run_1/final_clocks.png
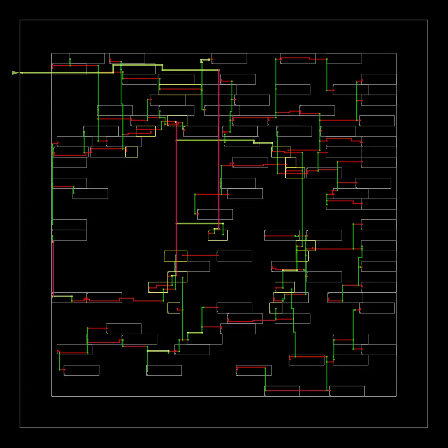
run_1/met3.png
Drawn at 4 px/µm.
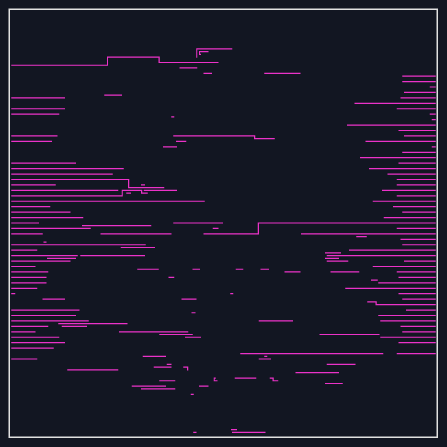
run_1/drive_strength.png
Drawn at 4 px/µm.
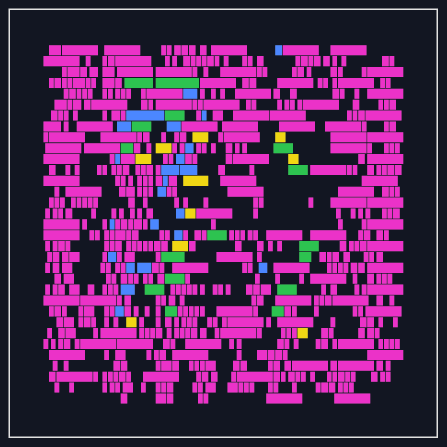
run_1/wire_density.png
Drawn at 4 px/µm. The die is cut into 21 by 21 equal tiles; black is low, pale yellow is high, scaled to the fullest tile. Values are wire area over tile area, all layers added.
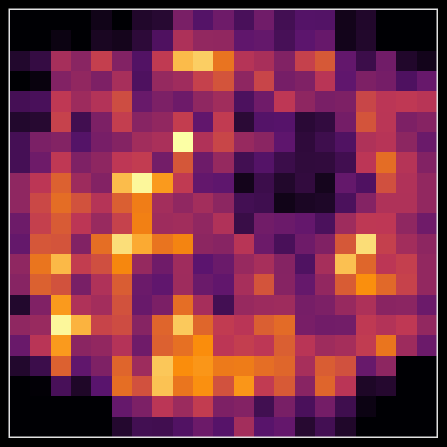
File: src/rtl/alu_ctrl_stage.sv
// ID->EX stage of the 5-stage MIPS core: decodes ALUControl and operands, registers them with
// the writeback/memory/branch controls, and handles stall, flush and illegal-opcode counting.
module alu_ctrl_stage #(
    parameter int ILL_CNT_W = 8
) (
    input  logic                 clk,
    input  logic                 rst,
    input  logic                 id_valid,
    input  logic [31:0]          id_instr,
    input  logic [31:0]          id_rs_data,
    input  logic [31:0]          id_rt_data,
    input  logic                 ex_stall,
    input  logic                 ex_flush,
    output logic                 id_ready,
    output logic                 ex_valid,
    output logic [3:0]           ex_alu_ctrl,
    output logic [31:0]          ex_ain,
    output logic [31:0]          ex_bin,
    output logic [4:0]           ex_wr_addr,
    output logic                 ex_reg_write,
    output logic                 ex_mem_read,
    output logic                 ex_mem_write,
    output logic                 ex_branch,
    output logic                 ex_illegal,
    output logic [ILL_CNT_W-1:0] ill_count
);

    typedef enum logic [3:0] {
        ALU_AND = 4'b0000,
        ALU_OR  = 4'b0001,
        ALU_ADD = 4'b0010,
        ALU_XOR = 4'b0011,
        ALU_SLL = 4'b0100,
        ALU_SRL = 4'b0101,
        ALU_SUB = 4'b0110,
        ALU_SLT = 4'b0111,
        ALU_SRA = 4'b1000,
        ALU_BEQ = 4'b1001,
        ALU_BNE = 4'b1010,
        ALU_NOR = 4'b1100
    } alu_ctrl_e;

    // Instruction fields
    logic [5:0]  opcode;
    logic [4:0]  rsField;
    logic [4:0]  rtField;
    logic [4:0]  rdField;
    logic [4:0]  shamt;
    logic [5:0]  funct;
    logic [15:0] imm;
    logic [31:0] immSext;
    logic [31:0] immZext;

    assign opcode  = id_instr[31:26];
    assign rsField = id_instr[25:21];
    assign rtField = id_instr[20:16];
    assign rdField = id_instr[15:11];
    assign shamt   = id_instr[10:6];
    assign funct   = id_instr[5:0];
    assign imm     = id_instr[15:0];
    assign immSext = {{16{imm[15]}}, imm};
    assign immZext = {16'h0000, imm};

    // Decoded (unregistered) view of the instruction currently in ID
    logic [3:0]  decAluCtrl;
    logic [31:0] decAin;
    logic [31:0] decBin;
    logic [4:0]  decWrAddr;
    logic        decRegWrite;
    logic        decMemRead;
    logic        decMemWrite;
    logic        decBranch;
    logic        decIllegal;

    // Illegal encodings fall through to the bubble values set as defaults here.
    always_comb begin
        decAluCtrl  = ALU_ADD;
        decAin      = 32'h0;
        decBin      = 32'h0;
        decWrAddr   = 5'd0;
        decRegWrite = 1'b0;
        decMemRead  = 1'b0;
        decMemWrite = 1'b0;
        decBranch   = 1'b0;
        decIllegal  = 1'b0;
        unique case (opcode)
            6'h00: begin
                decWrAddr   = rdField;
                decRegWrite = 1'b1;
                decAin      = id_rs_data;
                decBin      = id_rt_data;
                unique case (funct)
                    6'h20, 6'h21: decAluCtrl = ALU_ADD;
                    6'h22, 6'h23: decAluCtrl = ALU_SUB;
                    6'h24:        decAluCtrl = ALU_AND;
                    6'h25:        decAluCtrl = ALU_OR;
                    6'h26:        decAluCtrl = ALU_XOR;
                    6'h27:        decAluCtrl = ALU_NOR;
                    6'h2A:        decAluCtrl = ALU_SLT;
                    6'h00: begin
                        decAluCtrl = ALU_SLL;
                        decAin     = {27'h0, shamt};
                    end
                    6'h02: begin
                        decAluCtrl = ALU_SRL;
                        decAin     = {27'h0, shamt};
                    end
                    6'h03: begin
                        decAluCtrl = ALU_SRA;
                        decAin     = {27'h0, shamt};
                    end
                    6'h04: begin
                        decAluCtrl = ALU_SLL;
                        decAin     = {27'h0, id_rs_data[4:0]};
                    end
                    6'h06: begin
                        decAluCtrl = ALU_SRL;
                        decAin     = {27'h0, id_rs_data[4:0]};
                    end
                    6'h07: begin
                        decAluCtrl = ALU_SRA;
                        decAin     = {27'h0, id_rs_data[4:0]};
                    end
                    default: begin
                        decIllegal  = 1'b1;
                        decWrAddr   = 5'd0;
                        decRegWrite = 1'b0;
                        decAin      = 32'h0;
                        decBin      = 32'h0;
                    end
                endcase
            end
            6'h08, 6'h09: begin
                decAluCtrl  = ALU_ADD;
                decAin      = id_rs_data;
                decBin      = immSext;
                decWrAddr   = rtField;
                decRegWrite = 1'b1;
            end
            6'h23: begin
                decAluCtrl  = ALU_ADD;
                decAin      = id_rs_data;
                decBin      = immSext;
                decWrAddr   = rtField;
                decRegWrite = 1'b1;
                decMemRead  = 1'b1;
            end
            6'h2B: begin
                decAluCtrl  = ALU_ADD;
                decAin      = id_rs_data;
                decBin      = immSext;
                decWrAddr   = rtField;
                decMemWrite = 1'b1;
            end
            6'h0A: begin
                decAluCtrl  = ALU_SLT;
                decAin      = id_rs_data;
                decBin      = immSext;
                decWrAddr   = rtField;
                decRegWrite = 1'b1;
            end
            6'h0C: begin
                decAluCtrl  = ALU_AND;
                decAin      = id_rs_data;
                decBin      = immZext;
                decWrAddr   = rtField;
                decRegWrite = 1'b1;
            end
            6'h0D: begin
                decAluCtrl  = ALU_OR;
                decAin      = id_rs_data;
                decBin      = immZext;
                decWrAddr   = rtField;
                decRegWrite = 1'b1;
            end
            6'h0E: begin
                decAluCtrl  = ALU_XOR;
                decAin      = id_rs_data;
                decBin      = immZext;
                decWrAddr   = rtField;
                decRegWrite = 1'b1;
            end
            // lui is executed as imm << 16 on the shifter
            6'h0F: begin
                decAluCtrl  = ALU_SLL;
                decAin      = 32'd16;
                decBin      = immZext;
                decWrAddr   = rtField;
                decRegWrite = 1'b1;
            end
            6'h04: begin
                decAluCtrl = ALU_BEQ;
                decAin     = id_rs_data;
                decBin     = id_rt_data;
                decWrAddr  = rtField;
                decBranch  = 1'b1;
            end
            6'h05: begin
                decAluCtrl = ALU_BNE;
                decAin     = id_rs_data;
                decBin     = id_rt_data;
                decWrAddr  = rtField;
                decBranch  = 1'b1;
            end
            default: decIllegal = 1'b1;
        endcase
    end

    // ID/EX register state
    logic                 valid_q,    valid_d;
    logic [3:0]           aluCtrl_q,  aluCtrl_d;
    logic [31:0]          ain_q,      ain_d;
    logic [31:0]          bin_q,      bin_d;
    logic [4:0]           wrAddr_q,   wrAddr_d;
    logic                 regWrite_q, regWrite_d;
    logic                 memRead_q,  memRead_d;
    logic                 memWrite_q, memWrite_d;
    logic                 branch_q,   branch_d;
    logic                 illegal_q,  illegal_d;
    logic [ILL_CNT_W-1:0] illCnt_q,   illCnt_d;

    logic loadDecode;
    assign loadDecode = ~ex_flush & ~ex_stall & id_valid;

    // Flush beats stall; a stall holds every register including the counter.
    always_comb begin
        valid_d    = valid_q;
        aluCtrl_d  = aluCtrl_q;
        ain_d      = ain_q;
        bin_d      = bin_q;
        wrAddr_d   = wrAddr_q;
        regWrite_d = regWrite_q;
        memRead_d  = memRead_q;
        memWrite_d = memWrite_q;
        branch_d   = branch_q;
        illegal_d  = illegal_q;
        illCnt_d   = illCnt_q;
        if (ex_flush || (!ex_stall && !id_valid)) begin
            valid_d    = 1'b0;
            aluCtrl_d  = ALU_ADD;
            ain_d      = 32'h0;
            bin_d      = 32'h0;
            wrAddr_d   = 5'd0;
            regWrite_d = 1'b0;
            memRead_d  = 1'b0;
            memWrite_d = 1'b0;
            branch_d   = 1'b0;
            illegal_d  = 1'b0;
        end else if (loadDecode) begin
            valid_d    = 1'b1;
            aluCtrl_d  = decAluCtrl;
            ain_d      = decAin;
            bin_d      = decBin;
            wrAddr_d   = decWrAddr;
            regWrite_d = decRegWrite;
            memRead_d  = decMemRead;
            memWrite_d = decMemWrite;
            branch_d   = decBranch;
            illegal_d  = decIllegal;
            if (decIllegal && (illCnt_q != {ILL_CNT_W{1'b1}})) begin
                illCnt_d = illCnt_q + 1'b1;
            end
        end
    end

    always_ff @(posedge clk or posedge rst) begin
        if (rst) begin
            valid_q    <= 1'b0;
            aluCtrl_q  <= ALU_ADD;
            ain_q      <= 32'h0;
            bin_q      <= 32'h0;
            wrAddr_q   <= 5'd0;
            regWrite_q <= 1'b0;
            memRead_q  <= 1'b0;
            memWrite_q <= 1'b0;
            branch_q   <= 1'b0;
            illegal_q  <= 1'b0;
            illCnt_q   <= '0;
        end else begin
            valid_q    <= valid_d;
            aluCtrl_q  <= aluCtrl_d;
            ain_q      <= ain_d;
            bin_q      <= bin_d;
            wrAddr_q   <= wrAddr_d;
            regWrite_q <= regWrite_d;
            memRead_q  <= memRead_d;
            memWrite_q <= memWrite_d;
            branch_q   <= branch_d;
            illegal_q  <= illegal_d;
            illCnt_q   <= illCnt_d;
        end
    end

    assign id_ready     = ~ex_stall;
    assign ex_valid     = valid_q;
    assign ex_alu_ctrl  = aluCtrl_q;
    assign ex_ain       = ain_q;
    assign ex_bin       = bin_q;
    assign ex_wr_addr   = wrAddr_q;
    assign ex_reg_write = regWrite_q;
    assign ex_mem_read  = memRead_q;
    assign ex_mem_write = memWrite_q;
    assign ex_branch    = branch_q;
    assign ex_illegal   = illegal_q;
    assign ill_count    = illCnt_q;

endmodule

File: config.mk
export PLATFORM = sky130hd
export DESIGN_NAME = alu_ctrl_stage
export DESIGN_NICKNAME = d
export VERILOG_FILES = /design/src/rtl/alu_ctrl_stage.sv
export SDC_FILE = /design/constraint.sdc
export NUM_CORES = 1
export LEC_CHECK = 0
export ABC_AREA = 1
export ABC_CLOCK_PERIOD_IN_PS = 3580
export CAP_MARGIN = 10
export CORE_MARGIN = 8
export CORE_UTILIZATION = 60
export DETAILED_ROUTE_END_ITERATION = 10
export DONT_BUFFER_PORTS = 1
export PLACE_DENSITY = 0.76
export RECOVER_POWER = 50
export SETUP_SLACK_MARGIN = 0.05
export SLEW_MARGIN = 5
export SYNTH_ARGS = -nofsm -noshare
export SYNTH_HDL_FRONTEND = slang
export SYNTH_SLANG_ARGS = --single-unit
File: constraint.sdc
create_clock -name clk -period 3.58 [get_ports clk]
set_clock_uncertainty 0.05 [all_clocks]
set_input_delay 0.537 -clock clk [delete_from_list [all_inputs] [get_ports clk]]
set_output_delay 0.537 -clock clk [all_outputs]
set_load 0.01 [all_outputs]
==> impl_metrics.py, run 1 <==
# Flow results
metrics = {
    "floorplan": {
        "die_w_um": 107,
        "num_rows": 33,
        "die-area_um2": 11400,
    },
    "synth": {
        "adder_share_pct": 0.254,
        "ys_warn_count": 0,
        "edf_count": 0,
        "synth_nets": 783,
        "postSynthSeqShare_pct": 44.2,
        "synth.logic.top_family": "simple AND/OR/NAND/NOR gates",
        "async_flop_share_pct": 100,
    },
    "final_timing": {
        "max-slew-margin-rel_pct": -5.67,
        "rsz0062_at_grt": "no",
        "clock.fmax_mhz": 402,
        "worst_pin_slew_ns": 1.59,
        "drv_slew": 30,
        "fin_crit_ns": 2.49,
    },
    "detailed_routing": {
        "vias": 4575,
        "avgViaCountPerCell": 5.90,
        "drt_wl_total_um": 14300,
        "wl_per_cell_um": 18.4,
        "dr.pass1.iters": 7,
        "drc": 0,
        "drtAntennaViolNets": 0,
    },
    "outcome": {
        "violations": "max-capacitance violations, max-slew violations",
        "outcome": "finished with violations",
    },
    "finish": {
        "final_cell_mix": "nand2_1, nand3_1, dfrtp_1, inv_1, nor2_1",
        "lay_top_count": "nand2_1",
        "area_delta_synth_final_pct": 3.45,
        "layout-drive-gt1-share_pct": 7.31,
    },
    "grt": {
        "grt_pass1_wl_um": 23200,
        "grt.total_usage_pct": 25.2,
    },
    "setup_path": {
        "r2r_end": "ill_count[1]",
        "cpPeakStageDelay_ns": 1.21,
        "worstSetupPathDepth": 2,
        "rrSetupSlack_ns": 1.83,
        "path_delay_family": "buffers and inverters",
        "crit_slowest_cell": "clkbuf_1",
    },
    "power_and_ir_drop": {
        "combPwrFrac_pct": 11.4,
        "fin_total_pwr_uw": 2060,
        "p_leak_uw": 0.00284,
        "cell_internal_pwr_uw": 1430,
        "powerDensity_nw_per_um2": 404,
    },
    "clock_network": {
        "cts.clk_slew.worst_paths_ns": 0.10,
        "clk_path_buf_depth": 2,
        "cts_resized": 0,
        "postCtsSetupRepairBufs": 0,
    },
    "run": {
        "max-cap-violations": 3,
        "warning_count": 31,
    },
    "worst_hold_path": {
        "hold_path_startpoint": "id_rs_data[20]",
    },
}
Back to the opening pictures, final_clocks.png:
clock network power: 745 µW
Clock Latency Late Sink: 0.36 ns
registers: 87
Clock Sink Count: 87
Num CTS Buffers: 9

Back to the opening pictures, met3.png:
main direction: horizontal
wire length on this layer: 1670 µm

Back to the opening pictures, drive_strength.png:
[yellow] drive 3 to 4 | cells: 10
[blue] drive 2 | cells: 23
[magenta] drive 1 or less | cells: 621
[green] drive 6 and up | cells: 16

Back to the opening pictures, wire_density.png:
tiles over half the peak: 26%
emptiest ninth of the die: north-west
nearly empty tiles: 8.6%
fullest tile: 0.58

[run 1: cells by family after synthesis]
logic type | after synthesis
adder cells (fa/ha/maj) | 1
XOR/XNOR | 6
flip-flops | 87
buffers and inverters | 79
AND/OR/NAND/NOR | 467
AND-OR/OR-AND | 41
[run 1: through the flow]
step / util [%] / instances
after global routing: 63.0 / 775
after detailed placement: 60.5 / 759
after CTS: 63.1 / 775
final: 63.0 / 775
after global placement: 60.5 / 759
after floorplan: - / 681
[run 1: power groups by stage]
stage | sequential, µW | combinational (µW) | clock (µW)
2_1_floorplan | 1090 | 204 | 0
3_3_place_gp | 1100 | 224 | 0
3_5_place_dp | 1100 | 236 | 0
4_1_cts | 1080 | 237 | 748
5_1_grt | 1090 | 269 | 798
6_report | 1080 | 234 | 745
[run 1: final cells by class]
| type | count | area [µm²] |
|---|---|---|
| Tap cell | 105 | 131 |
| Fill cell | 748 | 2990 |
| Timing Repair Buffer | 6 | 37.5 |
| Clock inverter | 7 | 88.8 |
| Inverter | 46 | 174 |
| Clock buffer | 9 | 124 |
| Multi-Input combinational cell | 515 | 2360 |
| Sequential cell | 87 | 2180 |
[run 1: synth_stat cells (5+ instances only)]
cell      instances
nand3_1         109
dfrtp_1          86
a22oi_1          17
nor2_1           22
clkbuf_1          7
nand2_2           6
inv_1            42
o21ai_0           5
buf_6             8
o21ai_1           7
nand4_1           6
nand2_1         304
a21oi_1           8
buf_2            14
[run 1: worst max-delay path by stage]
stage	startpoint	endpoint
finish	rst	ex_ain[26]
CTS	id_instr[3]	ill_count[1]
global placement	id_instr[1]	ill_count[3]
global route	rst	ex_bin[2]
detailed placement	id_instr[3]	ill_count[1]
floorplan	rst	ex_ain[0]
[run 1: sequential cells by signal, indices dropped and copies added, names as in the netlist]
name and cells:
ex_ain 32, ex_reg_write 1, ex_bin 32, ex_wr_addr 5
ex_illegal 1, ex_alu_ctrl 4, ex_mem_read 1, ex_branch 1
ex_mem_write 1, ex_valid 1, ill_count 8
[run 1: metal layers]
metal  part of all wire (%)  track usage, %
met1                     38            30.1
met2                     48            41.0
met3                     12            9.24
met4                    2.1            8.54
met5                      0               0
==> run 2, diff against run 1 <==
--- a/config.mk
+++ b/config.mk
@@ -6,10 +6,10 @@
 export NUM_CORES = 1
 export LEC_CHECK = 0
 export ABC_AREA = 1
-export ABC_CLOCK_PERIOD_IN_PS = 3580
+export ABC_CLOCK_PERIOD_IN_PS = 2100
 export CAP_MARGIN = 10
 export CORE_MARGIN = 8
-export CORE_UTILIZATION = 60
+export CORE_UTILIZATION = 58
 export DETAILED_ROUTE_END_ITERATION = 10
 export DONT_BUFFER_PORTS = 1
 export PLACE_DENSITY = 0.76
==> constraint.sdc (replaced) <==
create_clock -name clk -period 2.1 [get_ports clk]
set_clock_uncertainty 0.05 [all_clocks]
set_input_delay 0.315 -clock clk [delete_from_list [all_inputs] [get_ports clk]]
set_output_delay 0.315 -clock clk [all_outputs]
set_load 0.01 [all_outputs]
run_2/drive_strength.png
Drawn at 4 px/µm.
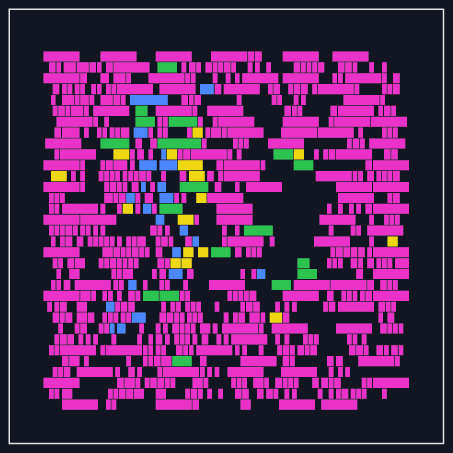
[yellow] drive 3 to 4 | cells: 16
[magenta] drive 1 or less | cells: 622
[green] drive 6 and up | cells: 18
[blue] drive 2 | cells: 22

run_2/final_clocks.png
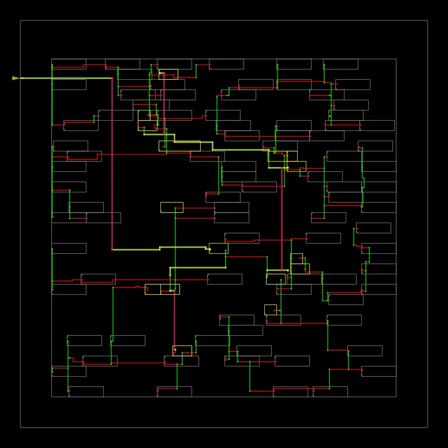
CLK BUF: 9
clock network power: 1280 µW

==> run 2 against run 1 <==
Effect of this change: the flow now finishes without violations; largest cell class unchanged; die area grew 2.9%; setup slack lost 0.70 ns; first-iteration DRC count shrank 18%; highest routed layer unchanged; via count shrank 2.3%; register-to-register slack lost 1.4 ns; synthesized cell count is the same; final area grew 2.1%; largest power group unchanged; core utilization grew 0.34 points; sequential share of layout area shrank 0.87 points; critical path type is now register to register; wire length shrank 1.1%; cell count grew 1.0%; global-route usage shrank 1.3 points.
==> impl_metrics.py, run 2 <==
# Flow results
metrics = {
    "finish": {
        "final_util_pct": 63.3,
        "final_cell_mix": "nand2_1, nand3_1, dfrtp_1, inv_1, nor2_1",
        "lay_top_count": "nand2_1",
        "seqCellArea_um2": 2180,
    },
    "synth": {
        "postSynthSeqShare_pct": 44.2,
        "synth_nets": 783,
        "top_cell": "nand2_1",
    },
    "detailed_routing": {
        "drt_wl_total_um": 14100,
        "drtAntennaViolNets": 0,
        "vias": 4472,
    },
    "power_and_ir_drop": {
        "fin_total_pwr_uw": 3540,
        "p_leak_uw": 0.00290,
        "powerDensity_nw_per_um2": 680,
    },
    "clock_network": {
        "cts_buffers": 9,
        "postCtsSetupRepairBufs": 0,
        "cts_resized": 0,
        "cts.clk_slew.worst_paths_ns": 0.10,
        "clk_path_buf_depth": 2,
    },
    "floorplan": {
        "die_w_um": 108,
        "die-area_um2": 11700,
    },
    "grt": {
        "grt.total_usage_pct": 23.9,
        "use_met3_pct": 9.04,
        "grt_util_met1_pct": 27.5,
        "grt_use_met2_pct": 38.8,
    },
    "final_timing": {
        "worst_pin_slew_ns": 0.924,
        "clock.fmax_mhz": 584,
        "drv_slew": 0,
    },
    "setup_path": {
        "cpPeakStageDelay_ns": 0.47,
        "crit_slowest_cell": "dfrtp_1",
    },
    "outcome": {
        "outcome": "finished clean",
    },
    "run": {
        "warning_count": 31,
    },
}
[run 2: cell types whose count changed in the layout (fill, tap and decap cells not counted), sizes merged]
cell	change
dlygate4sd3	+1
buf	+7
clkinv	+1
inv	-1
[run 2: final timing paths]
path / startpoint / endpoint / slack [ns] / cells past startpoint
max: ill_count[0] / ill_count[7] / 0.39 / 7
min: id_rs_data[25] / ex_ain[25] / 0.03 / 2
max reg2reg: ill_count[0] / ill_count[7] / 0.39 / 7
min reg2reg: ex_ain[6] / ex_ain[6] / 0.51 / 2
max in group asynchronous: rst / ex_bin[3] / 0.48 / 3
min in group asynchronous: rst / ex_bin[31] / 0.49 / 2
[run 2: cells by family (layout without fill, tap and decap cells)]
logic type / Yosys count / after routing / share of synthesized area [%]
flops: 87 / 87 / 44.2
compound gates: 41 / 41 / 5.38
simple gates: 467 / 467 / 41.3
fa+ha+maj: 1 / 1 / 0.254
buf+inv: 79 / 76 / 7.82
xor+xnor: 6 / 6 / 1.07
[run 2: per-stage QoR]
step	hold slack, ns	std cells
global route	0.0105	783
CTS	0.0160	783
floorplan	0.406	681
finish	0.0340	783
global placement	0.301	766
detailed placement	0.308	766
[run 2: layout make-up]
type                    instances  share of cell area (%)
clock buffers                   9                    2.38
clock inverters                 7                    1.75
inverters                      46                    3.39
multi-input cells             515                    45.4
flip-flops and latches         87                    41.9
well taps                     105                    2.52
repair buffers                 14                    2.67
[run 2: power breakdown]
part           switching (µW)  leakage [µW]  total, µW  internal (µW)
registers                 110       0.00120       1840           1730
clock network             697      0.000105       1280            579
logic                     275       0.00159        422            146
[run 2: worst reg2reg max path: cells and delay by family, from the launching register on]
family                     cells  cell delay [ns]
DFF                            1             0.47
and+or+nand+nor                5             0.75
AOI/OAI and AO/OA              1             0.06
adders and majority gates      1             0.27
[run 2: what timing repair did]
| action | CTS | global route |
|---|---|---|
| endpoints found under the setup margin | 0 | 0 |
| hold buffers | 1 | 0 |
| endpoints found under the hold margin | 29 | 0 |
[run 2: layer usage]
layer	routed length, µm	vias to the layer above
li1	-	2166
met4	315	0
met1	5090	2064
met3	1790	24
met5	0	-
met2	6900	218
No activity file was given, so power comes from the tool's default toggle rates.
